File: src/rtl/sevenseg_scan_ctl_if.sv
// rtl/sevenseg_scan_ctl_if.sv - display word inputs and segment/anode outputs of the scan controller
interface sevenseg_scan_ctl_if #(
  parameter int NDIG = 8
);
  logic [7*NDIG-1:0] d;
  logic [3:0]        bright;
  logic [NDIG-1:0]   blink_en;
  logic              lz_en;
  logic [6:0]        segs_n;
  logic              dp_n;
  logic [NDIG-1:0]   an_n;
  logic              frame_start;

  modport master (
    output d, bright, blink_en, lz_en,
    input  segs_n, dp_n, an_n, frame_start
  );

  modport slave (
    input  d, bright, blink_en, lz_en,
    output segs_n, dp_n, an_n, frame_start
  );
endinterface

File: src/rtl/sevenseg_scan_ctl.sv
// rtl/sevenseg_scan_ctl.sv - multiplexed seven-segment scanner with PWM, blink, zero suppression and frame snapshots
module sevenseg_scan_ctl #(
  parameter int NDIG         = 8,
  parameter int DIG_CYCLES   = 100000,
  parameter int BLINK_FRAMES = 64
) (
  input logic                clk,
  input logic                rst_n,
  sevenseg_scan_ctl_if.slave bus
);

  localparam int SUBN = DIG_CYCLES / 16;
  localparam int SW   = (SUBN > 1) ? $clog2(SUBN) : 1;
  localparam int DW   = $clog2(NDIG);
  localparam int FW   = (BLINK_FRAMES > 1) ? $clog2(BLINK_FRAMES) : 1;

  logic [SW-1:0]     sub;
  logic [3:0]        phase;
  logic [DW-1:0]     digit;
  logic [FW-1:0]     frame;
  logic              blink_off;

  logic [7*NDIG-1:0] sh_d;
  logic [NDIG-1:0]   sh_blink;
  logic              sh_lz;
  logic              sh_boff;

  logic              valid_q;
  logic              start_q;
  logic [DW-1:0]     digit_q;
  logic [3:0]        phase_q;

  logic              at_start;
  logic [6:0]        word;
  logic [NDIG-1:0]   suppress;
  logic              run;
  logic              eff_blank;

  function automatic logic [6:0] hex_font(input logic [3:0] v);
    case (v)
      4'h0: hex_font = 7'b1000000;
      4'h1: hex_font = 7'b1111001;
      4'h2: hex_font = 7'b0100100;
      4'h3: hex_font = 7'b0110000;
      4'h4: hex_font = 7'b0011001;
      4'h5: hex_font = 7'b0010010;
      4'h6: hex_font = 7'b0000010;
      4'h7: hex_font = 7'b1111000;
      4'h8: hex_font = 7'b0000000;
      4'h9: hex_font = 7'b0010000;
      4'hA: hex_font = 7'b0001000;
      4'hB: hex_font = 7'b0000011;
      4'hC: hex_font = 7'b1000110;
      4'hD: hex_font = 7'b0100001;
      4'hE: hex_font = 7'b0000110;
      default: hex_font = 7'b0001110;
    endcase
  endfunction

  assign at_start = (sub == '0) && (phase == 4'd0) && (digit == '0);

  // Counters, frame snapshot, and a one-deep copy of the scan position so
  // the outputs line up with the snapshot that was just taken.
  always_ff @(posedge clk or negedge rst_n) begin
    if (!rst_n) begin
      sub       <= '0;
      phase     <= '0;
      digit     <= '0;
      frame     <= '0;
      blink_off <= 1'b0;
      sh_d      <= '0;
      sh_blink  <= '0;
      sh_lz     <= 1'b0;
      sh_boff   <= 1'b0;
      valid_q   <= 1'b0;
      start_q   <= 1'b0;
      digit_q   <= '0;
      phase_q   <= '0;
    end else begin
      if (sub == SW'(SUBN - 1)) begin
        sub   <= '0;
        phase <= phase + 4'd1;
        if (phase == 4'd15) begin
          if (digit == DW'(NDIG - 1)) begin
            digit <= '0;
            if (frame == FW'(BLINK_FRAMES - 1)) begin
              frame     <= '0;
              blink_off <= ~blink_off;
            end else begin
              frame <= frame + FW'(1);
            end
          end else begin
            digit <= digit + DW'(1);
          end
        end
      end else begin
        sub <= sub + SW'(1);
      end

      if (at_start) begin
        sh_d     <= bus.d;
        sh_blink <= bus.blink_en;
        sh_lz    <= bus.lz_en;
        sh_boff  <= blink_off;
      end

      valid_q <= 1'b1;
      start_q <= at_start;
      digit_q <= digit;
      phase_q <= phase;
    end
  end

  // Suppression runs down from the top digit and stops at the first non-zero word.
  always_comb begin
    word     = sh_d[7*int'(digit_q) +: 7];
    run      = 1'b1;
    suppress = '0;
    for (int k = NDIG - 1; k >= 1; k--) begin
      run         = run & (sh_d[7*k +: 7] == 7'd0);
      suppress[k] = run & sh_lz;
    end
    eff_blank = word[6] | (sh_blink[digit_q] & sh_boff) | suppress[digit_q];
  end

  always_ff @(posedge clk or negedge rst_n) begin
    if (!rst_n) begin
      bus.segs_n      <= 7'h7F;
      bus.dp_n        <= 1'b1;
      bus.an_n        <= '1;
      bus.frame_start <= 1'b0;
    end else if (!valid_q) begin
      bus.segs_n      <= 7'h7F;
      bus.dp_n        <= 1'b1;
      bus.an_n        <= '1;
      bus.frame_start <= 1'b0;
    end else begin
      bus.frame_start <= start_q;
      if (eff_blank) begin
        bus.segs_n <= 7'h7F;
        bus.dp_n   <= 1'b1;
        bus.an_n   <= '1;
      end else begin
        bus.segs_n <= word[4] ? 7'b0111111 : hex_font(word[3:0]);
        bus.dp_n   <= ~word[5];
        bus.an_n   <= (phase_q <= bus.bright) ? ~(NDIG'(1) << digit_q) : '1;
      end
    end
  end

endmodule

File: src/flat_wrapper.sv
// flat-port wrapper written by rule: the top's interface ports become plain ports
module sevenseg_scan_ctl_flat 
#(
  parameter int NDIG         = 8,
  parameter int DIG_CYCLES   = 100000,
  parameter int BLINK_FRAMES = 64
)
  (clk, rst_n, bus_d, bus_bright, bus_blink_en, bus_lz_en, bus_segs_n, bus_dp_n, bus_an_n, bus_frame_start);
  sevenseg_scan_ctl_if #(.NDIG(NDIG)) bus_i ();
  input logic clk;
  input logic rst_n;
  input wire logic [$bits(bus_i.d)-1:0] bus_d;
  input wire logic [$bits(bus_i.bright)-1:0] bus_bright;
  input wire logic [$bits(bus_i.blink_en)-1:0] bus_blink_en;
  input wire logic [$bits(bus_i.lz_en)-1:0] bus_lz_en;
  output wire logic [$bits(bus_i.segs_n)-1:0] bus_segs_n;
  output wire logic [$bits(bus_i.dp_n)-1:0] bus_dp_n;
  output wire logic [$bits(bus_i.an_n)-1:0] bus_an_n;
  output wire logic [$bits(bus_i.frame_start)-1:0] bus_frame_start;
  assign bus_i.d = bus_d;
  assign bus_i.bright = bus_bright;
  assign bus_i.blink_en = bus_blink_en;
  assign bus_i.lz_en = bus_lz_en;
  assign bus_segs_n = bus_i.segs_n;
  assign bus_dp_n = bus_i.dp_n;
  assign bus_an_n = bus_i.an_n;
  assign bus_frame_start = bus_i.frame_start;
  sevenseg_scan_ctl #(.NDIG(NDIG), .DIG_CYCLES(DIG_CYCLES), .BLINK_FRAMES(BLINK_FRAMES)) u_core (.clk(clk), .rst_n(rst_n), .bus(bus_i));
endmodule
File: config.mk
export PLATFORM = sky130hd
export DESIGN_NAME = sevenseg_scan_ctl_flat
export DESIGN_NICKNAME = d
export VERILOG_FILES = /design/src/rtl/sevenseg_scan_ctl_if.sv /design/src/rtl/sevenseg_scan_ctl.sv /design/src/flat_wrapper.sv
export SDC_FILE = /design/constraint.sdc
export NUM_CORES = 1
export LEC_CHECK = 0
export ABC_AREA = 1
export CORE_UTILIZATION = 40
export DETAILED_ROUTE_END_ITERATION = 8
export PLACE_DENSITY_LB_ADDON = 0.1
export SYNTH_ARGS = -nofsm -noshare
export SYNTH_HDL_FRONTEND = slang
export SYNTH_SLANG_ARGS = --single-unit
File: constraint.sdc
create_clock -name clk -period 2.1 [get_ports clk]
set_input_delay 0.42 -clock clk [delete_from_list [all_inputs] [get_ports clk]]
set_output_delay 0.42 -clock clk [all_outputs]
set_load 0.01 [all_outputs]
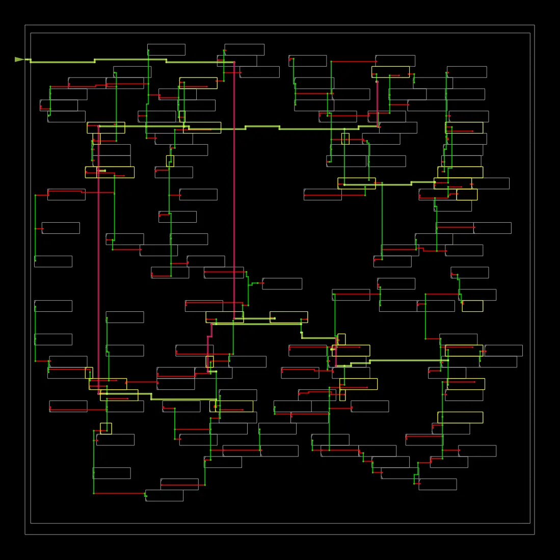
Fig. 1. The clock network.
TritonCTS buffer count: 17
number of sequential cells: 119
clk_lat worst skew: 0.42 ns
skew final: 0.00988 ns
clk sink count: 119

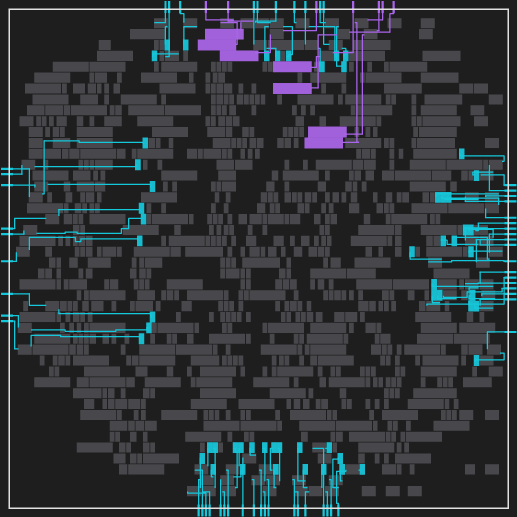
Fig. 2. Wires at chosen ports, followed through buffers.
Scale: 4 px per um.
legend:
  `bus_segs_n`:
    colour: purple
    direction: output
    edge: top
    end_cells: 7
    wire: 184 um
  `bus_d`:
    colour: cyan
    direction: input
    edge: 19 bottom, 18 right, 10 top, 9 left
    end_cells: 56
    wire: 1,100 um

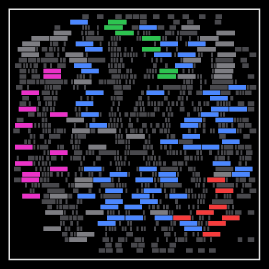
Fig. 3. Register map, names as in the netlist.
Scale: 2 px per um.
legend:
  `u_core.bus.segs_n`:
    colour: green
    sequential_cells: 7
    where: top middle
  `u_core.sub`:
    colour: magenta
    sequential_cells: 13
  `u_core.sh_blink`:
    colour: red
    sequential_cells: 8
    where: bottom right
  `u_core.sh_d`:
    colour: blue
    sequential_cells: 56

==> job_summary.md <==
## Synthesis and layout report

| Metric | Value |
|---|---|
| Status | `completed` |
| Multi-input gates | `approximately 560` |
| Dominant combinational family | `simple AND/OR/NAND/NOR gates` |
| Total die size | `15,500 um2` |
| Switching share of power | `between 20% and 30%` |
| Number of tapcells | `184` |
| FF+latch count, synth | `119` |
| Area growth, synth to finish | `28.7%` |
| Crit path cell chain | `buf_4, inv_6, nand2_4, nor2_1, nor2_1, nand3_1, nand2_2, ha_1, inv_1, nand2_2, nand2_1, nor2_1, nor2_1, nand2_1` |
| Max Slew Vio Count | `0` |
| Yosys simple share | `a little under a third` |
| Sequential power share | `a little over two fifths` |
| Critical path type | `reg -> reg` |
| Commonest Layout Cell | `nand2_1` |
| Placed Cells | `around 1,000` |
| Final GP Congestion | `roughly 0.87` |
| Yosys chip area | `roughly 6000 um2` |
| Cts repair resizes | `0` |
| Seq pwr | `about 2400 uW` |
| Power Total | `between 5000 and 6000 uW` |
| Fp_density | `41.0%` |
| Comb power | `~390 uW` |
| Final cell count without fillers | `1,072` |
| Fillers | `around 1,400` |
| Longest Clk Path Bufs | `2` |
| Final Util | `approximately 53%` |
| Critical Path Stages | `14` |
| Vias per cell | `roughly 4.8` |
| DP HPWL | `~11,000 um` |
| Storage cell area | `3000 um2` |
| # setup viols final | `0` |
| Synth Seq Share | `about half` |
| Clock buffers | `22` |
| Post-route DRC | `0` |
| Global route overflow | `0` |
| H-tree level count | `4` |
| HP Start | `u_core.phase[3]` |
| Logic inverters | `about 77` |
| Peak VDD IR | `between 0.5 and 0.6 mV` |
| Design area | `between 7000 and 8000 um2` |
| Post-CTS Setup Repair Bufs | `0` |
| Post-synthesis xor/xnor area fraction | `between 1 and 1.5%` |
| Internal | `roughly 4400 uW` |
| Syn avg cell area | `around 7.8 um2` |
| Buffers & Inverters on Critical Path | `3` |
| Via count | `5,112` |
| CP startpoint | `u_core.digit_q[0]` |
| Clock-cell share of area | `7.39%` |
| Clock power frac | `between 40% and 50%` |
| I/O pins | `88` |
| PnR worst setup slack | `between 0.15 and 0.2 ns` |
| Cells on Worst Hold Path | `0` |
| Synth area leader | `dfrtp_1` |
| Tool Warnings | `35` |
| DR WL/cell | `about 14 um` |
| Pwr top | `clock` |
| Endpoints failing hold | `0` |
| Yosys Instances | `772` |
| Post-Place Setup Slack | `between 0.015 and 0.02 ns` |
| Clock tree root driver cell | `clkbuf_16` |
| Hold EP | `u_core.phase_q[3]` |
| Num rows | `44` |
| First-pass GRT wire length | `~25,000 um` |
| Post-synth top cells | `nand2_1 (323), dfrtp_1 (103), nor2_1 (72)` |
| F_max | `slightly above 0.5 GHz` |
| Yosys warning total | `0` |
| Critical Path AT | `around 2.3 ns` |
| Die width | `~120 um` |
| Top area cell types | `dfrtp_1 (43%), nand2_1 (20%), dfstp_2 (7.0%)` |
| Fraction of cell area in non-clock buffers | `a little over an eighth` |
| Die H | `roughly 120 um` |
| Layout Nets | `965` |
| Tcrit/Tclk final | `91.7%` |
| Floorplan Nets | `approximately 860` |
| Distinct cells, synth | `37` |
| Number of enable flip-flop cells | `0` |
| Initial antenna violation count | `0` |
| Placed inst area | `roughly 7000 um2` |
| Drt first pass iters | `5` |
| Clk slew on worst S/H paths | `around 0.060 ns` |
| Worst Path Max Fanout | `12` |
| HP Class | `reg -> reg` |
| 1st-iter DRT viols | `between 200 and 250` |
| Largest cell class by area | `flip-flops and latches` |
| IO buf count | `87` |
| Post-CTS Hold Buffers | `1` |
| Reg2Reg Depth | `14` |
| Largest net degree at the start of global routing | `49` |
| Vias in the first global route | `5,243` |
| Worst r2r src | `u_core.digit_q[0]` |
| Logic pwr share | `7.0%` |
| Final setup TNS | `0 ns` |
| Max-area cell share | `a little over two fifths` |
| Top_reg_cell synth | `dfrtp_1` |
| WHS | `a little over 0.4 ns` |
| Synth top cell by count | `nand2_1` |
| Worst Setup EP | `u_core.bus.segs_n[0]` |
| Total global-route track usage | `around a fifth` |
| Pleak | `between 0.003 and 0.004 uW` |
| Comb area share | `33.2%` |
| Buffers outside the clock class | `~100` |
| Syn Inst Count | `between 700 and 800` |
| Slowest Stage Delay on Critical Path | `0.46 ns` |
| Area fraction in compound gates | `6.02%` |
| Antenna Cells | `0` |
| TritonCTS clock tree | `done` |
| Clk. pwr | `roughly 2800 uW` |
| RSZ-0062 raised after global routing | `no` |
| Fin crit period | `1.92 ns` |
| Layout cell share with drive strength beyond 1 | `under 10%` |
| Top Layout Cells | `nand2_1 (320), dfrtp_1 (101), clkdlybuf4s50_1 (86)` |
| Core Region | `14,600 um2` |
| Area of the multi-input gates | `roughly 2600 um2` |
| Final ANT Viol Nets | `0` |
| Crit-path leading delay family | `simple AND/OR/NAND/NOR gates` |
| Net Switching | `~1200 uW` |
| Post-synth ARST share | `100%` |
| Crit-path most repeated cell | `nor2_1` |
| Power Density | `between 700 and 800 nW/um2` |
| Synthesized area | `5990 um2` |
| Slack of the worst reg-to-reg path | `~0.18 ns` |
| Critical Path End Type | `flip-flop` |
| CP max-delay cell | `dfrtp_2` |
| Max Cap Violations | `0` |
| Mux area share | `0%` |
| Seq/total area | `about two fifths` |
| R2R Path End | `u_core.bus.segs_n[0]` |
| Worst Path Required | `between 2 and 2.5 ns` |
| WL final | `15,000 um` |
| Critical Path Start Type | `flip-flop` |
| Synth Area in Adders | `under 10%` |
## per-layer routing
layer	up-vias	part of all wire, %	track usage [%]
li1	2608	-	-
met1	2381	45	25.9
met2	107	50	34.9
met3	16	4.3	4.77
met4	0	1.4	7.23
met5	-	0	0
## registers in the layout, summed over array words and instances (netlist names)
name,cells
u_core.bus.an_n,8
u_core.digit,3
u_core.sh_lz,1
u_core.digit_q,3
u_core.bus.frame_start,1
u_core.blink_off,1
u_core.phase,4
u_core.valid_q,1
u_core.start_q,1
u_core.sub,13
u_core.sh_blink,8
u_core.sh_boff,1
u_core.bus.dp_n,1
u_core.frame,6
u_core.bus.segs_n,7
u_core.sh_d,56
u_core.phase_q,4
No activity file was given, so power comes from the tool's default toggle rates.
